==> src/rtl/core_issue_queue_pkg.sv <==
// Shared definitions for the dual-core issue queue.
//   ISSUE_DATA_W / ISSUE_DEPTH : default instruction width and per-core FIFO depth
//   instr_t                    : instruction word at the default width
//   core_sel_e                 : identifies the target core of a dispatch
//   cnt_width()                : width of an occupancy counter able to hold 0..depth
package core_issue_queue_pkg;

    localparam int ISSUE_DATA_W = 32;
    localparam int ISSUE_DEPTH  = 8;

    typedef logic [ISSUE_DATA_W-1:0] instr_t;

    typedef enum logic {
        CORE1 = 1'b0,
        CORE2 = 1'b1
    } core_sel_e;

    function automatic int cnt_width(input int depth);
        return $clog2(depth) + 1;
    endfunction

endpackage

==> src/rtl/core_issue_queue_if.sv <==
// Dispatch-side bundle of the dual-core issue queue.
//   master : arbiter/cores side (drives flush, instr_in, wr enables, core readies)
//   slave  : issue queue side (drives full/count, core heads/valids, sticky errors)
interface core_issue_queue_if
    import core_issue_queue_pkg::*;
#(
    parameter int DATA_W = ISSUE_DATA_W,
    parameter int DEPTH  = ISSUE_DEPTH
);
    localparam int CNT_W = cnt_width(DEPTH);

    logic              flush;
    logic [DATA_W-1:0] instr_in;
    logic              fifo1_wr_en;
    logic              fifo2_wr_en;
    logic              fifo1_full;
    logic              fifo2_full;
    logic [CNT_W-1:0]  fifo1_count;
    logic [CNT_W-1:0]  fifo2_count;
    logic [DATA_W-1:0] core1_instr;
    logic              core1_valid;
    logic              core1_ready;
    logic [DATA_W-1:0] core2_instr;
    logic              core2_valid;
    logic              core2_ready;
    logic              err_overflow;
    logic              err_dual_wr;

    modport master (
        output flush, instr_in, fifo1_wr_en, fifo2_wr_en, core1_ready, core2_ready,
        input  fifo1_full, fifo2_full, fifo1_count, fifo2_count,
               core1_instr, core1_valid, core2_instr, core2_valid,
               err_overflow, err_dual_wr
    );

    modport slave (
        input  flush, instr_in, fifo1_wr_en, fifo2_wr_en, core1_ready, core2_ready,
        output fifo1_full, fifo2_full, fifo1_count, fifo2_count,
               core1_instr, core1_valid, core2_instr, core2_valid,
               err_overflow, err_dual_wr
    );

endinterface

==> src/rtl/core_issue_queue_fifo.sv <==
// One per-core issue FIFO with a registered head word.
//   clk, resetn : clock, synchronous active-low reset
//   flush       : clears pointers/count next edge, discarding same-cycle push/pop
//   din, push_req : word to enqueue and enqueue request
//   pop_req     : consumer ready; a pop happens only when valid
//   head, valid : registered head word and its valid
//   full, count : occupancy status
//   overflow    : one-cycle pulse when a push is refused because the FIFO is full
module core_issue_queue_fifo
    import core_issue_queue_pkg::*;
#(
    parameter int DATA_W = ISSUE_DATA_W,
    parameter int DEPTH  = ISSUE_DEPTH
) (
    input  logic                  clk,
    input  logic                  resetn,
    input  logic                  flush,
    input  logic [DATA_W-1:0]     din,
    input  logic                  push_req,
    input  logic                  pop_req,
    output logic [DATA_W-1:0]     head,
    output logic                  valid,
    output logic                  full,
    output logic [$clog2(DEPTH):0] count,
    output logic                  overflow
);
    localparam int PTR_W = $clog2(DEPTH);
    localparam int CNT_W = cnt_width(DEPTH);

    logic [DATA_W-1:0] mem [DEPTH];
    logic [PTR_W-1:0]  wr_ptr;
    logic [PTR_W-1:0]  rd_ptr;
    logic [PTR_W-1:0]  rd_next;
    logic [CNT_W-1:0]  cnt;
    logic              do_push;
    logic              do_pop;

    assign full    = (cnt == CNT_W'(DEPTH));
    assign valid   = (cnt != '0);
    assign count   = cnt;
    assign rd_next = rd_ptr + PTR_W'(1);

    // A pop in the same cycle frees the slot, so a push into a full FIFO
    // is still accepted when the head is being consumed.
    assign do_pop   = pop_req && valid;
    assign do_push  = push_req && (!full || do_pop);
    assign overflow = push_req && full && !do_pop && !flush;

    // Storage carries no reset: contents are only observable through head.
    always_ff @(posedge clk) begin
        if (do_push && !flush) begin
            mem[wr_ptr] <= din;
        end
    end

    always_ff @(posedge clk) begin
        if (!resetn) begin
            wr_ptr <= '0;
            rd_ptr <= '0;
            cnt    <= '0;
            head   <= '0;
        end else if (flush) begin
            wr_ptr <= '0;
            rd_ptr <= '0;
            cnt    <= '0;
        end else begin
            if (do_push) begin
                wr_ptr <= wr_ptr + PTR_W'(1);
            end
            if (do_pop) begin
                rd_ptr <= rd_next;
            end
            case ({do_push, do_pop})
                2'b10:   cnt <= cnt + CNT_W'(1);
                2'b01:   cnt <= cnt - CNT_W'(1);
                default: cnt <= cnt;
            endcase
            // The incoming word becomes the head when it lands in an empty
            // FIFO, or when the only stored entry is popped the same cycle
            // (its successor is being written right now, not yet in mem).
            if (do_push && ((cnt == '0) || (do_pop && cnt == CNT_W'(1)))) begin
                head <= din;
            end else if (do_pop && cnt > CNT_W'(1)) begin
                head <= mem[rd_next];
            end
        end
    end

endmodule

==> src/rtl/core_issue_queue.sv <==
// Receive side of the dual-core dispatch interface.
//   clk, resetn : clock, synchronous active-low reset
//   bus (slave) : arbiter pushes (instr_in + fifoN_wr_en), flush, full/count
//                 backpressure, per-core valid/ready issue, sticky errors
// Two independent FIFOs; a stall on one core never affects the other.
module core_issue_queue
    import core_issue_queue_pkg::*;
#(
    parameter int DATA_W = ISSUE_DATA_W,
    parameter int DEPTH  = ISSUE_DEPTH
) (
    input  logic              clk,
    input  logic              resetn,
    core_issue_queue_if.slave bus
);
    logic dual_wr;
    logic ovf1;
    logic ovf2;
    logic err_overflow_q;
    logic err_dual_wr_q;

    // Both enables high violates the arbiter contract: write neither FIFO.
    assign dual_wr = bus.fifo1_wr_en && bus.fifo2_wr_en;

    core_issue_queue_fifo #(.DATA_W(DATA_W), .DEPTH(DEPTH)) u_fifo1 (
        .clk      (clk),
        .resetn   (resetn),
        .flush    (bus.flush),
        .din      (bus.instr_in),
        .push_req (bus.fifo1_wr_en && !dual_wr),
        .pop_req  (bus.core1_ready),
        .head     (bus.core1_instr),
        .valid    (bus.core1_valid),
        .full     (bus.fifo1_full),
        .count    (bus.fifo1_count),
        .overflow (ovf1)
    );

    core_issue_queue_fifo #(.DATA_W(DATA_W), .DEPTH(DEPTH)) u_fifo2 (
        .clk      (clk),
        .resetn   (resetn),
        .flush    (bus.flush),
        .din      (bus.instr_in),
        .push_req (bus.fifo2_wr_en && !dual_wr),
        .pop_req  (bus.core2_ready),
        .head     (bus.core2_instr),
        .valid    (bus.core2_valid),
        .full     (bus.fifo2_full),
        .count    (bus.fifo2_count),
        .overflow (ovf2)
    );

    // Sticky error flags survive flush; only reset clears them.
    always_ff @(posedge clk) begin
        if (!resetn) begin
            err_overflow_q <= 1'b0;
            err_dual_wr_q  <= 1'b0;
        end else begin
            if (ovf1 || ovf2) begin
                err_overflow_q <= 1'b1;
            end
            if (dual_wr) begin
                err_dual_wr_q <= 1'b1;
            end
        end
    end

    assign bus.err_overflow = err_overflow_q;
    assign bus.err_dual_wr  = err_dual_wr_q;

endmodule
==> src/flat_wrapper.sv <==
// flat-port wrapper written by rule: the top's interface ports become plain ports
module core_issue_queue_flat import core_issue_queue_pkg::*;
#(
    parameter int DATA_W = ISSUE_DATA_W,
    parameter int DEPTH  = ISSUE_DEPTH
)
  (clk, resetn, bus_flush, bus_instr_in, bus_fifo1_wr_en, bus_fifo2_wr_en, bus_core1_ready, bus_core2_ready, bus_fifo1_full, bus_fifo2_full, bus_fifo1_count, bus_fifo2_count, bus_core1_instr, bus_core1_valid, bus_core2_instr, bus_core2_valid, bus_err_overflow, bus_err_dual_wr);
  core_issue_queue_if #(.DATA_W(DATA_W), .DEPTH(DEPTH)) bus_i ();
  input  logic clk;
  input  logic resetn;
  input wire logic [$bits(bus_i.flush)-1:0] bus_flush;
  input wire logic [$bits(bus_i.instr_in)-1:0] bus_instr_in;
  input wire logic [$bits(bus_i.fifo1_wr_en)-1:0] bus_fifo1_wr_en;
  input wire logic [$bits(bus_i.fifo2_wr_en)-1:0] bus_fifo2_wr_en;
  input wire logic [$bits(bus_i.core1_ready)-1:0] bus_core1_ready;
  input wire logic [$bits(bus_i.core2_ready)-1:0] bus_core2_ready;
  output wire logic [$bits(bus_i.fifo1_full)-1:0] bus_fifo1_full;
  output wire logic [$bits(bus_i.fifo2_full)-1:0] bus_fifo2_full;
  output wire logic [$bits(bus_i.fifo1_count)-1:0] bus_fifo1_count;
  output wire logic [$bits(bus_i.fifo2_count)-1:0] bus_fifo2_count;
  output wire logic [$bits(bus_i.core1_instr)-1:0] bus_core1_instr;
  output wire logic [$bits(bus_i.core1_valid)-1:0] bus_core1_valid;
  output wire logic [$bits(bus_i.core2_instr)-1:0] bus_core2_instr;
  output wire logic [$bits(bus_i.core2_valid)-1:0] bus_core2_valid;
  output wire logic [$bits(bus_i.err_overflow)-1:0] bus_err_overflow;
  output wire logic [$bits(bus_i.err_dual_wr)-1:0] bus_err_dual_wr;
  assign bus_i.flush = bus_flush;
  assign bus_i.instr_in = bus_instr_in;
  assign bus_i.fifo1_wr_en = bus_fifo1_wr_en;
  assign bus_i.fifo2_wr_en = bus_fifo2_wr_en;
  assign bus_i.core1_ready = bus_core1_ready;
  assign bus_i.core2_ready = bus_core2_ready;
  assign bus_fifo1_full = bus_i.fifo1_full;
  assign bus_fifo2_full = bus_i.fifo2_full;
  assign bus_fifo1_count = bus_i.fifo1_count;
  assign bus_fifo2_count = bus_i.fifo2_count;
  assign bus_core1_instr = bus_i.core1_instr;
  assign bus_core1_valid = bus_i.core1_valid;
  assign bus_core2_instr = bus_i.core2_instr;
  assign bus_core2_valid = bus_i.core2_valid;
  assign bus_err_overflow = bus_i.err_overflow;
  assign bus_err_dual_wr = bus_i.err_dual_wr;
  core_issue_queue #(.DATA_W(DATA_W), .DEPTH(DEPTH)) u_core (.clk(clk), .resetn(resetn), .bus(bus_i));
endmodule
==> config.mk <==
export PLATFORM = sky130hd
export DESIGN_NAME = core_issue_queue_flat
export DESIGN_NICKNAME = d
export VERILOG_FILES = /design/src/rtl/core_issue_queue_pkg.sv /design/src/rtl/core_issue_queue_if.sv /design/src/rtl/core_issue_queue_fifo.sv /design/src/rtl/core_issue_queue.sv /design/src/flat_wrapper.sv
export SDC_FILE = /design/constraint.sdc
export NUM_CORES = 1
export LEC_CHECK = 0
export ABC_CLOCK_PERIOD_IN_PS = 7900
export CORE_ASPECT_RATIO = 0.6
export CORE_MARGIN = 3
export CORE_UTILIZATION = 60
export CTS_CLUSTER_SIZE = 10
export DETAILED_ROUTE_END_ITERATION = 6
export PLACE_DENSITY_LB_ADDON = 0.05
export SLEW_MARGIN = 15
export SYNTH_ARGS = -nofsm -noshare
export SYNTH_HDL_FRONTEND = slang
export SYNTH_SLANG_ARGS = --single-unit
==> constraint.sdc <==
create_clock -name clk -period 7.9 [get_ports clk]
set_input_delay 1.58 -clock clk [delete_from_list [all_inputs] [get_ports clk]]
set_output_delay 1.58 -clock clk [all_outputs]
set_load 0.05 [all_outputs]
**Run 1: wire density map**

Scale bar: 100 um. 26 x 16 tiles, from dark purple (low) to yellow (high), scaled to the fullest tile. Values are wire area over tile area, all layers added.
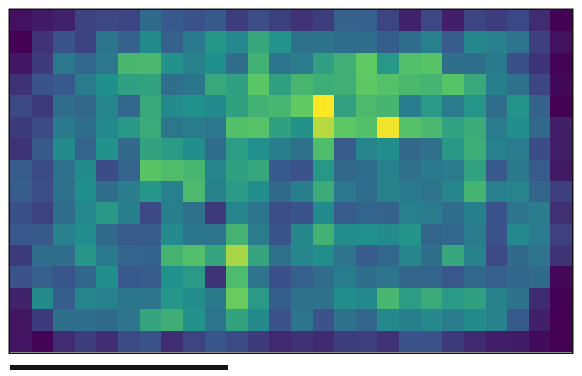
mean over tiles: 0.21
fullest tile: 0.55
nearly empty tiles: 1.9%
tiles over half the peak: 24%
densest ninth of the die: top centre

**Run 1: the metal 4 layer**

Scale bar: 100 um. Supply wires on this layer in grey.
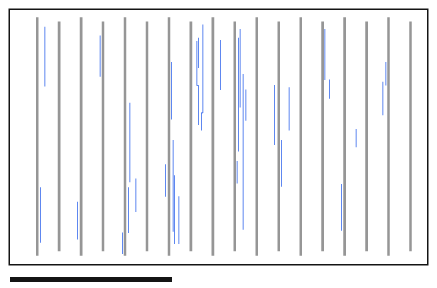
wire length on this layer: 1040 um
share of all routed wire: 2.0%
main direction: vertical

==> impl_metrics.ini, run 1 <==
; synthesis and place-and-route metrics
[clock_tree]
cts_resized = 0
hold_buffers = 0
clock_path_buffers = 3

[power_and_ir_drop]
peakVddDrop_v = 0.000188
p_leak_nw = 8.14
p_per_area_nw_per_um2 = 253

[setup_path]
critPathBufInv = 1
path_cells = clkdlybuf4s50_1 -> nand2b_4 -> or4_2 -> a21oi_4 -> o21ai_1 -> o2bb2ai_1
path_class = input port to flop
crit_family = AND-OR/OR-AND gates
slowest_delay_ps = 1150
cp_slowest_cell = or4_2

[floorplanning]
rows = 54
core_region_area_um2 = 36900

[final_timing]
finalClockPeriodUsage_pct = 56.3
setup_viol = 0
slew_headroom_pct = 19.0
drv_slew = 0

[synth]
async_reset_ff_share_pct = 0
ys_sh_xor_pct = 0.615
avgSynthCellArea_um2 = 19.9
synth-main-ff-cell = edfxtp_1
edf_count = 512
top_cells_by_count = edfxtp_1, mux4_2, dfxtp_1
ys_sh_simple_pct = 2.47

[place]
place_congestion = 0.778
hpwlAfterDp_um = 28000

[route]
wl_met1_um = 23800
dr.pass1.iters = 5
drt_iter0_drc = 1380
vias_per_cell = 6.49

[finish]
nNetsFinal = 1337
areaGrowthSynthToFinish_pct = 16.3
antenna_cells = 0

[global_routing]
use_met3_pct = 5.82
grt_max_degree = 66

[status]
outcome = completed

[hold_path]
hold_class = flop to flop
worstHoldPathCells = 1
**Run 1: sequential cells coloured by netlist name**

Other sequential cells in the stronger grey, the rest of the logic in the fainter grey.
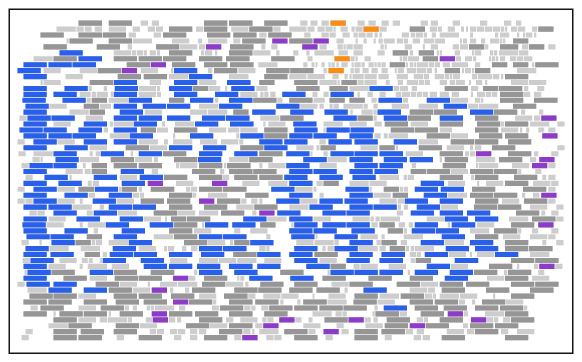
[orange] `u_core.u_fifo2.count` | placed flops: 4 | where: top centre
[purple] `u_core.u_fifo1.head` | placed flops: 32 | where: spread over the die
[blue] `u_core.u_fifo2.mem` | placed flops: 256

**Run 1: placed standard cells**

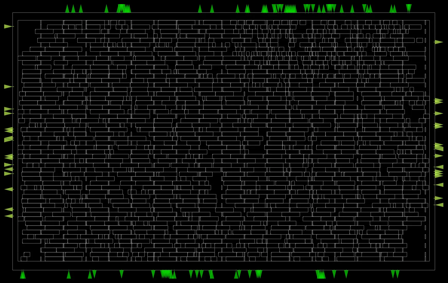
Final Util: 71.9%
Non-Filler Instances: 1840

[run 1: cell type report]
cell class	count	area, um2
clock buffer	115	1940
multi-input combinational	471	5420
inverter	6	22.5
tap	504	631
fill	2238	10400
timing repair buffer	142	1360
clock inverter	4	50.0
sequential	598	17100
[run 1: metrics by stage]
stage	hold slack [ps]	total power, mW	setup WS [ps]	instance area [um2]
2_1_floorplan	440	3.76	1770	22800
3_3_place_gp	447	3.91	3050	24500
3_5_place_dp	448	3.91	2930	24500
4_1_cts	461	6.74	3520	26500
5_1_grt	478	6.89	3350	26500
6_report	462	6.70	3450	26500
[run 1: cells by family after synthesis]
group / count (synthesis)
DFF: 598
AOI/OAI and AO/OA: 216
muxes: 133
and+or+nand+nor: 96
buffers and inverters: 79
xor gates and xnor gates: 16
adders and majority gates: 10
**Run 1: routed clock nets over the placement**

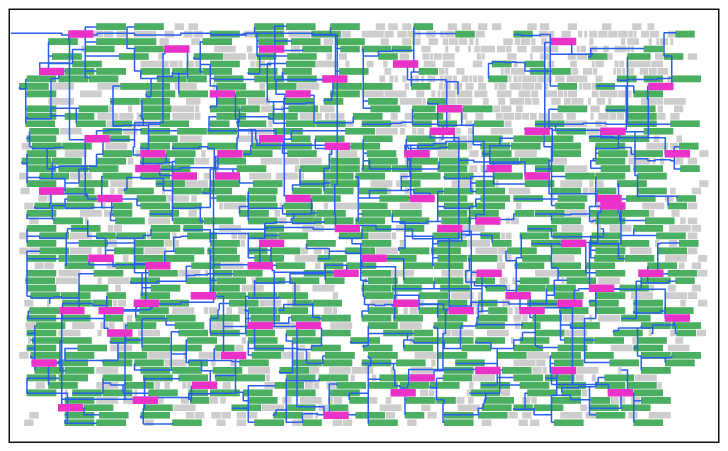

==> run 1 -> run 2 <==
- ABC_CLOCK_PERIOD_IN_PS: 7900 -> 4100
- clock period: 7.9 -> 4.1 ns (I/O delays scaled with it)
**Run 2: routed clock nets over the placement**

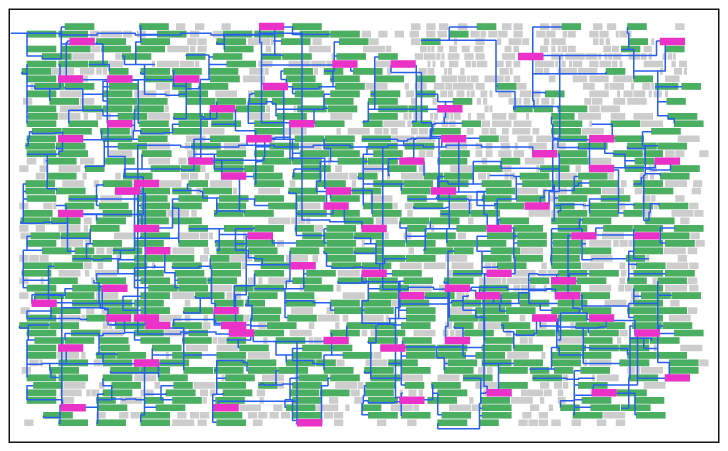
[blue] clock wires | length: 6650 um
[magenta] cells driving clock nets | count: 69
[green] flip-flops | count: 598
routed clock nets: 70

==> impl_metrics.ini, run 2 <==
; synthesis and place-and-route metrics
[status]
outcome = completed

[power_and_ir_drop]
peakVddDrop_v = 0.000346

[floorplanning]
rows = 54
core_region_area_um2 = 36900

[route]
dr.pass1.iters = 5
drt_iter0_drc = 1296
wl_met1_um = 23700

[finish]
clk_share_pct = 7.57
ff_count = 598
fillers = 2238
combGateArea_um2 = 5430
buf_share_pct = 6.23
seq_share_pct = 63.6
n_all_inverters = 6

[final_timing]
finalClockPeriodUsage_pct = 82.7
fin_ws_ps = 709

[place]
placed_area_um2 = 24900

[setup_path]
crit_family = buffers and inverters

[clock_tree]
clock_path_buffers = 3
hold_buffers = 0

[synth]
avgSynthCellArea_um2 = 19.9
edf_count = 512
ys_sh_simple_pct = 2.47

[global_routing]
grt_max_degree = 66
**Run 2: sequential cells coloured by netlist name**

Other sequential cells in the stronger grey, the rest of the logic in the fainter grey.
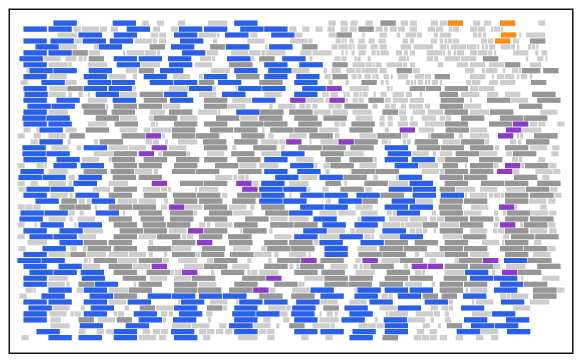
[blue] `u_core.u_fifo2.mem` | placed flops: 256 | where: spread over the die
[purple] `u_core.u_fifo1.head` | placed flops: 32
[orange] `u_core.u_fifo2.count` | placed flops: 4 | where: upper right

[run 2: cell counts after synthesis]
Identical to the previous run, type by type.
[run 2: final timing paths]
check	endpoint	slack [ps]	cells after the start
max	bus_core2_valid	710	4
min	u_core.u_fifo2.rd_ptr[1]$_SDFFE_PP0P_	470	2
max reg2reg	u_core.u_fifo1.head[6]$_SDFFE_PN0P_	1250	8
min reg2reg	u_core.u_fifo2.rd_ptr[1]$_SDFFE_PP0P_	470	2
[run 2: per-layer routing]
layer,up-vias,global-route usage [%]
li1,5103,-
met1,6320,41.9
met2,540,39.0
met3,76,5.82
met4,0,6.70
met5,-,0
[run 2: stage by stage]
stage,setup TNS [ps],hold slack (ps),instances
after floorplan,-208140,440,1148
after detailed placement,0,460,1737
after global placement,0,452,1737
after global routing,0,479,1860
final,0,467,1860
after CTS,0,470,1860
Power and IR drop assume default switching activity.
